==> src/rtl/cube_frame_sel_if.sv <==
// Frame-source bus between the game/effect side and the LED cube scanner.
// The master modport is the requester side; the slave modport is cube_frame_sel.
interface cube_frame_sel_if #(
  parameter int N = 8
);
  localparam int NB = N * N * N;
  localparam int SW = (N > 1) ? $clog2(N) : 1;

  logic [2:0]    sel;
  logic [NB-1:0] ext_frame;
  logic          frame_sync;
  logic          hold;
  logic [NB-1:0] frame_out;
  logic [2:0]    mode_act;
  logic          frame_upd;
  logic [SW-1:0] step;

  modport master (
    output sel, ext_frame, frame_sync, hold,
    input  frame_out, mode_act, frame_upd, step
  );

  modport slave (
    input  sel, ext_frame, frame_sync, hold,
    output frame_out, mode_act, frame_upd, step
  );
endinterface

==> src/rtl/cube_frame_sel.sv <==
// Double-buffered frame source for the N x N x N LED cube: external frame or one of
// four built-in patterns, reloaded only on the scanner's frame boundary.
module cube_frame_sel #(
  parameter int N        = 8,
  parameter int ANIM_DIV = 12_500_000
) (
  input  logic             clk,
  input  logic             rst,
  cube_frame_sel_if.slave  bus
);
  localparam int NB = N * N * N;
  localparam int SW = (N > 1) ? $clog2(N) : 1;
  localparam int DW = (ANIM_DIV > 1) ? $clog2(ANIM_DIV) : 1;
  localparam logic [DW-1:0] DIV_LOAD = DW'(ANIM_DIV - 1);
  localparam logic [SW-1:0] STEP_MAX = SW'(N - 1);

  logic [NB-1:0] frame_q;
  logic [2:0]    mode_q;
  logic          upd_q;
  logic [SW-1:0] step_q;
  logic [DW-1:0] div_q;

  logic [2:0]    mode_req;
  logic          load;
  logic          mode_chg;
  logic          div_tc;
  logic [SW-1:0] s_pat;
  logic [NB-1:0] pat;

  function automatic logic on_face(input int c);
    return (c == 0) || (c == N - 1);
  endfunction

  assign mode_req = (bus.sel > 3'd4) ? 3'd0 : bus.sel;
  assign load     = bus.frame_sync & ~bus.hold;
  assign mode_chg = load && (mode_req != mode_q);
  assign s_pat    = mode_chg ? '0 : step_q;
  // Step timer counts down; reaching zero marks one animation period.
  assign div_tc   = (div_q == '0);

  always_comb begin
    pat = '0;
    for (int z = 0; z < N; z++) begin
      for (int y = 0; y < N; y++) begin
        for (int x = 0; x < N; x++) begin
          case (mode_req)
            3'd1:    pat[z*N*N + y*N + x] = 1'b1;
            3'd2:    pat[z*N*N + y*N + x] = on_face(x) | on_face(y) | on_face(z);
            3'd3:    pat[z*N*N + y*N + x] = (on_face(x) & on_face(y)) |
                                            (on_face(x) & on_face(z)) |
                                            (on_face(y) & on_face(z));
            3'd4:    pat[z*N*N + y*N + x] = (z == int'(s_pat));
            default: pat[z*N*N + y*N + x] = bus.ext_frame[z*N*N + y*N + x];
          endcase
        end
      end
    end
  end

  always_ff @(posedge clk) begin
    if (rst) begin
      frame_q <= '0;
      mode_q  <= '0;
      upd_q   <= 1'b0;
      step_q  <= '0;
      div_q   <= DIV_LOAD;
    end else begin
      upd_q <= load;
      if (load) begin
        mode_q  <= mode_req;
        frame_q <= pat;
      end
      // A new mode restarts the animation from layer 0, overriding a same-cycle wrap.
      if (mode_chg) begin
        step_q <= '0;
        div_q  <= DIV_LOAD;
      end else if (div_tc) begin
        div_q  <= DIV_LOAD;
        step_q <= (step_q == STEP_MAX) ? '0 : step_q + SW'(1);
      end else begin
        div_q  <= div_q - DW'(1);
      end
    end
  end

  assign bus.frame_out = frame_q;
  assign bus.mode_act  = mode_q;
  assign bus.frame_upd = upd_q;
  assign bus.step      = step_q;
endmodule

==> src/flat_wrapper.sv <==
// flat-port wrapper written by rule: the top's interface ports become plain ports
module cube_frame_sel_flat 
#(
  parameter int N        = 8,
  parameter int ANIM_DIV = 12_500_000
)
  (clk, rst, bus_sel, bus_ext_frame, bus_frame_sync, bus_hold, bus_frame_out, bus_mode_act, bus_frame_upd, bus_step);
  cube_frame_sel_if #(.N(N)) bus_i ();
  input  logic clk;
  input  logic rst;
  input wire logic [$bits(bus_i.sel)-1:0] bus_sel;
  input wire logic [$bits(bus_i.ext_frame)-1:0] bus_ext_frame;
  input wire logic [$bits(bus_i.frame_sync)-1:0] bus_frame_sync;
  input wire logic [$bits(bus_i.hold)-1:0] bus_hold;
  output wire logic [$bits(bus_i.frame_out)-1:0] bus_frame_out;
  output wire logic [$bits(bus_i.mode_act)-1:0] bus_mode_act;
  output wire logic [$bits(bus_i.frame_upd)-1:0] bus_frame_upd;
  output wire logic [$bits(bus_i.step)-1:0] bus_step;
  assign bus_i.sel = bus_sel;
  assign bus_i.ext_frame = bus_ext_frame;
  assign bus_i.frame_sync = bus_frame_sync;
  assign bus_i.hold = bus_hold;
  assign bus_frame_out = bus_i.frame_out;
  assign bus_mode_act = bus_i.mode_act;
  assign bus_frame_upd = bus_i.frame_upd;
  assign bus_step = bus_i.step;
  cube_frame_sel #(.N(N), .ANIM_DIV(ANIM_DIV)) u_core (.clk(clk), .rst(rst), .bus(bus_i));
endmodule
==> config.mk <==
export PLATFORM = sky130hd
export DESIGN_NAME = cube_frame_sel_flat
export DESIGN_NICKNAME = d
export VERILOG_FILES = /design/src/rtl/cube_frame_sel_if.sv /design/src/rtl/cube_frame_sel.sv /design/src/flat_wrapper.sv
export SDC_FILE = /design/constraint.sdc
export NUM_CORES = 1
export LEC_CHECK = 0
export CORE_AREA = 2 2 407 409
export DETAILED_ROUTE_END_ITERATION = 16
export DIE_AREA = 0 0 409 411
export PLACE_DENSITY_LB_ADDON = 0.05
export RECOVER_POWER = 50
export SYNTH_ARGS = -nofsm -noshare
export SYNTH_HDL_FRONTEND = slang
export SYNTH_SLANG_ARGS = --single-unit
==> constraint.sdc <==
create_clock -name clk -period 3.28 [get_ports clk]
set_clock_uncertainty 0.15 [all_clocks]
set_input_delay 0.82 -clock clk [delete_from_list [all_inputs] [get_ports clk]]
set_output_delay 0.82 -clock clk [all_outputs]
set_load 0.03 [all_outputs]
==> images/metal_density.png <==
Bar = 100 um. The die is cut into 20 by 21 equal tiles; black is low, pale yellow is high, scaled to the fullest tile. Values are wire area over tile area, all layers added.
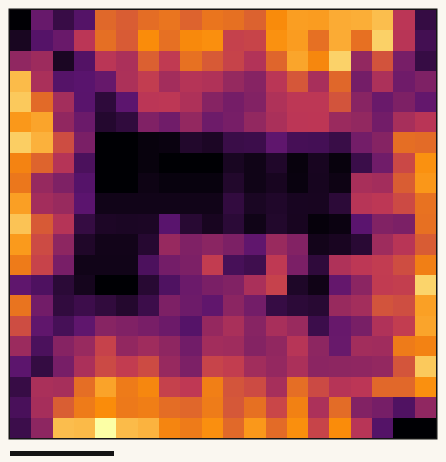
- nearly empty tiles: 3.6%
- tiles over half the peak: 33%
- fullest tile: 0.31
- mean over tiles: 0.12
- emptiest ninth of the die: centre

==> images/detail.png <==
Bar = 20 um. Region (77, 78) to (127, 128) um. Cells in grey, sequential cells in the stronger grey; small squares are vias.
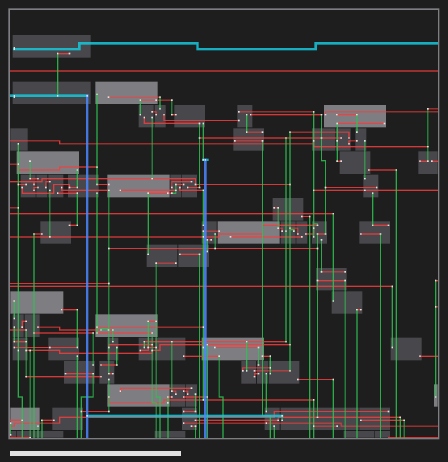
- cyan: metal 3
- green: metal 2
- blue: metal 4
- red: metal 1
- netlist names of flops here include: u_core.bus.frame_out (9)
- cells with their middle in the window: 60
- sequential cells in the window: 9
- most frequent: clkdlybuf4s50_1 (18)

==> images/placement.png <==
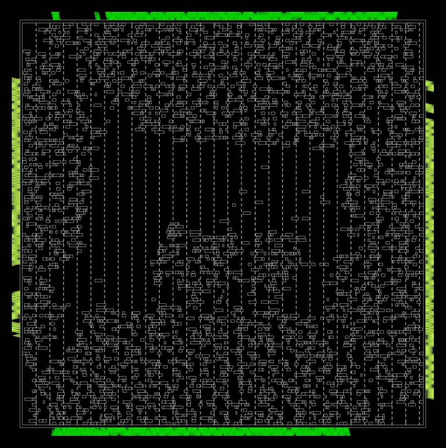
end-of-flow core utilization: 0.221
Core ar.: 0.164 mm^2
FILL cells: 18100
final non-filler cell total: 5733

==> images/flops_by_reg.png <==
Other sequential cells in the stronger grey, the rest of the logic in the fainter grey.
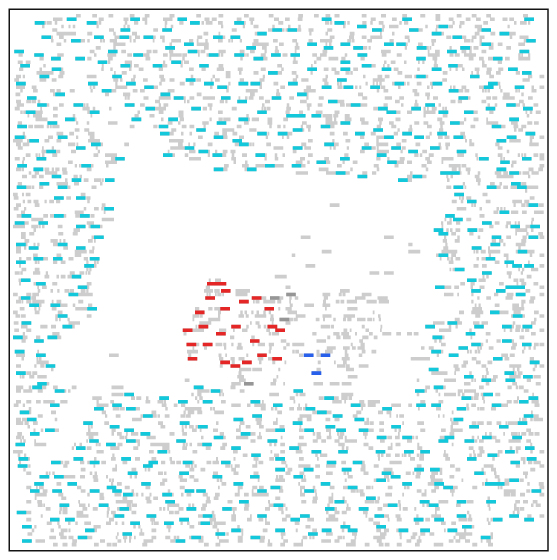
- blue: u_core.bus.mode_act (sequential cells 3)
- cyan: u_core.bus.frame_out (sequential cells 512; where spread over the die)
- red: u_core.div_q (sequential cells 24; where centre)
- not coloured: 4

==> reports/metrics.yaml <==
fp.dieH_um: 411
drive_above_1_share: 0.0715
viasPerCell: 3.75
final-clk-cell-share: 0.0755
htreeDepth: 3
ys_area_mm2: 0.0200
max_freq_ghz: 0.334
worst_pin_slew_ps: 1120
antenna_cells: 7
fin_setup_tns_ps: 0
setup_viol: 0
cap_violations: 0
seqPwrFrac: 0.356
wl_per_cell_um: 22.7
initCoreUtil: 0.122
crit_type: "in -> reg"
synth.cellmix.compoundShare: 0.272
cp_cell_sequence: "dlygate4sd3_1 -> clkbuf_1 -> nor2_1 -> clkbuf_4 -> xor2_1 -> buf_12 -> buf_12 -> clkbuf_1 -> a21oi_1 -> nor2_1"
r2r_end: "u_core.div_q[15]"
hold_depth: 1
wl_met3_mm: 8.30
p_leak_nw: 13.5
edf_count: 0
min_from: "u_core.div_q[0]"
clock-root-buffer: "clkbuf_16"
ys_cells: 2476
hold_violations: 0
nNetsFinal: 3994
post-layout-total-power_w: 0.0204
xor_share: 0.00876
hold_ws_ps: 247
inverters_excl_clock: 4
first_pass_iters: 5
warning_count: 32
grtUsageMet2: 0.265
reg2reg_depth: 7
mux_share: 0
die_area_mm2: 0.168
numSynthFlops: 543
ys_warn_count: 0
comb_area_share: 0.229
timing.final.crit_period_ps: 2990
critPathLaunchType: "input port"
ctsResizeCount: 0
yosysUniqueCellTypes: 51
netlist_top_cells_area: "dfxtp_1 (54%), a21oi_1 (13%), o21ai_0 (13%), nor2_1 (7.3%), clkbuf_1 (3.4%)"
comb_cells: 1709
p_int_w: 0.0142
crit_buf_inv: 6
antenna_found_initial: 20
hold-path-endpoint: "u_core.div_q[0]"
crit_cells: 10
rsz0062_at_grt: "no"
powerComb_w: 0.00401
floorplan.nets: 2998
flop_cell: "dfxtp_1"
status: "completed"
cp_top_family: "buffers and inverters"
seq_power_w: 0.00726
routabilityCongestion: 0.768
cts_buffers: 82
flops: 543
slowest_stage: "dlygate4sd3_1"
logic_area_mm2: 0.00831
grt_util_met3: 0.0465
worstPathRequired_ps: 3730
synth_cells: 2476
synth.top_cell.area_share: 0.544
drtIter0Drc: 910
async_flop_share: 0
